**src/rtl/intra4x4_pred_mode_ctrl.sv**
```systemverilog
// intra4x4_pred_mode_ctrl: sequences the 16 Intra4x4 mode decodes of a MB
// and keeps the up-row line buffer and left-MB neighbour context.
module intra4x4_pred_mode_ctrl #(
  parameter int MB_X_BITS = 4,
  parameter int MB_Y_BITS = 4
) (
  input  logic                           clk,
  input  logic                           rst_n,
  input  logic                           start,
  input  logic                           mb_is_i4,
  input  logic [MB_X_BITS-1:0]           mb_x_in,
  input  logic [MB_Y_BITS-1:0]           mb_y_in,
  input  logic [MB_X_BITS+MB_Y_BITS-1:0] slice_mb_index_in,
  input  logic                           pm_valid,
  output logic                           pm_ready,
  input  logic                           prev_flag,
  input  logic [2:0]                     rem_mode,
  output logic [MB_X_BITS-1:0]           mb_x,
  output logic [MB_Y_BITS-1:0]           mb_y,
  output logic [MB_X_BITS+MB_Y_BITS-1:0] slice_mb_index,
  output logic [3:0]                     luma4x4BlkIdx,
  output logic                           prev_out,
  output logic [2:0]                     rem_out,
  output logic [15:0]                    up_mb_modes,
  output logic [15:0]                    left_mb_modes,
  output logic [63:0]                    curr_mb_modes,
  input  logic [3:0]                     dec_mode,
  output logic                           mode_valid,
  output logic [3:0]                     mode_out,
  output logic [3:0]                     mode_blk,
  output logic                           busy,
  output logic                           done
);

  typedef enum logic [1:0] {
    IDLE,
    RUN,
    WB,
    DONE
  } state_t;

  localparam int LB_DEPTH = 2 ** MB_X_BITS;

  state_t      state;
  logic [3:0]  blk_cnt;
  logic [15:0] line_buf [LB_DEPTH];
  logic        hs;

  assign pm_ready      = (state == RUN);
  assign busy          = (state != IDLE);
  assign done          = (state == DONE);
  assign hs            = pm_valid & pm_ready;
  assign luma4x4BlkIdx = blk_cnt;
  assign prev_out      = prev_flag;
  assign rem_out       = rem_mode;

  // MB sequencing: latch position, collect 16 modes, save neighbour context.
  always_ff @(posedge clk) begin
    if (!rst_n) begin
      state          <= IDLE;
      blk_cnt        <= '0;
      mb_x           <= '0;
      mb_y           <= '0;
      slice_mb_index <= '0;
      up_mb_modes    <= '0;
      left_mb_modes  <= '0;
      curr_mb_modes  <= '0;
      mode_valid     <= 1'b0;
      mode_out       <= '0;
      mode_blk       <= '0;
    end else begin
      mode_valid <= hs;
      unique case (state)
        IDLE: begin
          if (start) begin
            mb_x           <= mb_x_in;
            mb_y           <= mb_y_in;
            slice_mb_index <= slice_mb_index_in;
            up_mb_modes    <= line_buf[mb_x_in];
            blk_cnt        <= '0;
            if (mb_is_i4) begin
              state <= RUN;
            end else begin
              curr_mb_modes <= 64'h2222_2222_2222_2222;
              state         <= WB;
            end
          end
        end
        RUN: begin
          if (hs) begin
            curr_mb_modes[{blk_cnt, 2'b00} +: 4] <= dec_mode;
            mode_out <= dec_mode;
            mode_blk <= blk_cnt;
            blk_cnt  <= blk_cnt + 4'd1;
            if (blk_cnt == 4'd15) state <= WB;
          end
        end
        WB: begin
          left_mb_modes <= {curr_mb_modes[63:60],
                            curr_mb_modes[55:52],
                            curr_mb_modes[31:28],
                            curr_mb_modes[23:20]};
          state <= DONE;
        end
        DONE: state <= IDLE;
        default: state <= IDLE;
      endcase
    end
  end

  // Up-row line buffer holds the bottom row of each MB column; never reset.
  always_ff @(posedge clk) begin
    if (rst_n && state == WB) begin
      line_buf[mb_x] <= {curr_mb_modes[63:60],
                         curr_mb_modes[59:56],
                         curr_mb_modes[47:44],
                         curr_mb_modes[43:40]};
    end
  end

endmodule

```
**config.mk**
```make
export PLATFORM = sky130hd
export DESIGN_NAME = intra4x4_pred_mode_ctrl
export DESIGN_NICKNAME = d
export VERILOG_FILES = /design/src/rtl/intra4x4_pred_mode_ctrl.sv
export SDC_FILE = /design/constraint.sdc
export NUM_CORES = 1
export LEC_CHECK = 0
export ABC_CLOCK_PERIOD_IN_PS = 3300
export CAP_MARGIN = 0
export CORE_MARGIN = 4
export CORE_UTILIZATION = 40
export CTS_CLUSTER_SIZE = 16
export DETAILED_ROUTE_END_ITERATION = 10
export RECOVER_POWER = 100
export SLEW_MARGIN = 20
export SYNTH_ARGS = -nofsm -noshare
export SYNTH_HDL_FRONTEND = slang
export SYNTH_SLANG_ARGS = --single-unit
```
**constraint.sdc**
```tcl
create_clock -name clk -period 3.3 [get_ports clk]
set_input_delay 0.33 -clock clk [delete_from_list [all_inputs] [get_ports clk]]
set_output_delay 0.33 -clock clk [all_outputs]
set_load 0.005 [all_outputs]
```
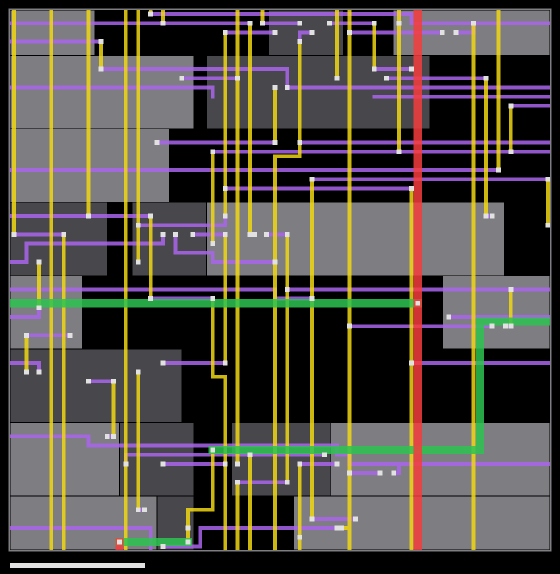
closeup.png
The bar under the picture is 5 µm long. Window x 93 to 113, y 134 to 154 µm. Cells in gray, sequential cells in the stronger gray; small squares are vias.
[M4] red
[M3] green
[M2] yellow
[M1] purple
most frequent: edfxtp_1 (6), mux4_2 (2), a22oi_1 (2)
netlist names of flops here include: line_buf (6)
sequential cells in the window: 6
cells with their middle in the window: 13

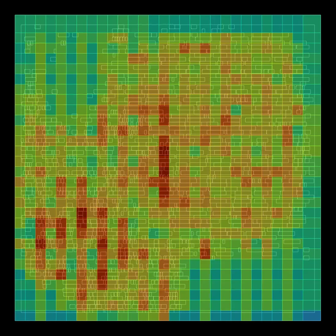
congestion_map.png
met3 usage: 5.71%
met2 GRT Util: 30.7%
met1 GRT Util: 27.9%
fin util: 49.9%

==> ci_impl_report.md <==
## PnR job results

| Metric | Value |
|---|---|
| CTS Root Cell | `clkbuf_16` |
| Syn avg cell area | `between 10 and 15 µm²` |
| Max-area cell share | `approximately half` |
| Sink Count | `~380` |
| Status | `complete, no violations` |
| Final setup vio count | `0` |
| CP Cell Sequence | `inv_1, ha_1, buf_4, clkdlybuf4s50_1` |
| Yosys cell count | `about 1100` |
| Most common reg cell | `edfxtp_1` |
| Max VDD drop | `a little under 0.0004 V` |
| Final nets | `~1300` |
| CTS H-tree depth | `2` |
| Final wirelength | `41700 µm` |
| Post-synth EDFFs | `~260` |
| Final Skew | `0.0190 ns` |
| Hold_ws | `roughly 0.32 ns` |
| Actual slew at the worst max-slew pin | `1.48 ns` |
| Fin crit share | `between 80% and 90%` |
| Buf/Inv on CP | `3` |
| Slowest CP cell | `ha_1` |
| XOR-XNOR Cells, Area Fraction | `0.169%` |
| YS chip area | `roughly 16000 µm²` |
| Drt drc | `0` |
| CTS tree | `done` |
| Worst slew margin | `under 10%` |
| Proportion of layout cells with a drive suffix above 1 | `around 15%` |
| GRT Util Overall | `19.8%` |
| Wirelength per Cell | `approximately 23 µm` |
| Final hold violation count | `0` |
| Critical Path End Type | `primary output` |
| WP data required | `between 2 and 3 ns` |
| Synth Net Count | `1120` |
| Number of global-route vias before repair | `slightly below 10000` |
| Largest net degree at the start of global routing | `~43` |
| Critical Path Start Type | `flop` |
| Detailed Routing Iterations Pass 1 | `5` |
| CP max stage delay | `between 0.6 and 0.7 ns` |
| # diodes | `0` |
| Chip height | `approximately 210 µm` |
| Most frequent cells after synthesis | `256 x edfxtp_1, 127 x dfxtp_1, 125 x nand2_1` |
| Yosys Warn Count | `0` |
| Clk slew on worst S/H paths | `roughly 0.060 ns` |
| Core Box Area | `~38000 µm²` |
| Post-synthesis cell type count | `about 75` |
| Max FO, Critical Path | `21` |
| Initial antenna violation count | `1` |
## sequential cells by signal, indices dropped and copies added, names as in the netlist
register / flops
luma4x4BlkIdx: 4
left_mb_modes: 16
state: 2
up_mb_modes: 16
line_buf: 256
mode_blk: 4
mb_x: 4
mode_out: 4
mode_valid: 1
mb_y: 4
curr_mb_modes: 64
slice_mb_index: 8
## path summary, 6_finish.rpt
check	slack, ns	start	cells past startpoint	endpoint
setup / recovery	0.38	state[1]$_SDFFE_PN0P_	4	pm_ready
hold / removal	0.32	slice_mb_index_in[3]	3	slice_mb_index[3]$_SDFFE_PN0P_
setup reg to reg	0.42	luma4x4BlkIdx[1]$_SDFFE_PN0P_	6	curr_mb_modes[16]$_SDFFE_PN0P_
hold reg to reg	0.45	slice_mb_index[1]$_SDFFE_PN0P_	2	slice_mb_index[1]$_SDFFE_PN0P_
## power breakdown
part           internal (mW)  total (mW)  switching (mW)
clock                   2.60        4.52            1.91
combinational          0.881        2.39            1.51
sequential              5.43        5.63           0.200
## layer usage
layer	up-vias	wire length, µm	global-route usage (%)
met1	5013	18500	27.9
met3	49	3480	5.71
met2	338	19100	30.7
met4	2	709	4.62
met5	-	13	0
li1	4549	-	-
## per-stage QoR
stage	power, mW	utilization [%]	area [µm²]	cells	setup WS [ns]
floorplan	7.18	-	15500	1083	0.553
global placement	8.24	46.8	17800	1726	0.665
detailed placement	8.26	46.8	17800	1726	0.594
CTS	12.8	50.3	19100	1802	0.573
global route	13.1	49.9	19000	1802	0.223
finish	12.5	49.9	19000	1802	0.376
## final cells by class
type,count,area (µm²),share of cell area [%]
Clock inverter,23,240,1.27
Clock buffer,53,1090,5.76
Timing Repair Buffer,212,1850,9.78
Sequential cell,383,10200,54.0
Multi-Input combinational cell,607,4850,25.6
Inverter,13,48.8,0.257
Tap cell,511,639,3.37
No activity file was given, so power comes from the tool's default toggle rates.
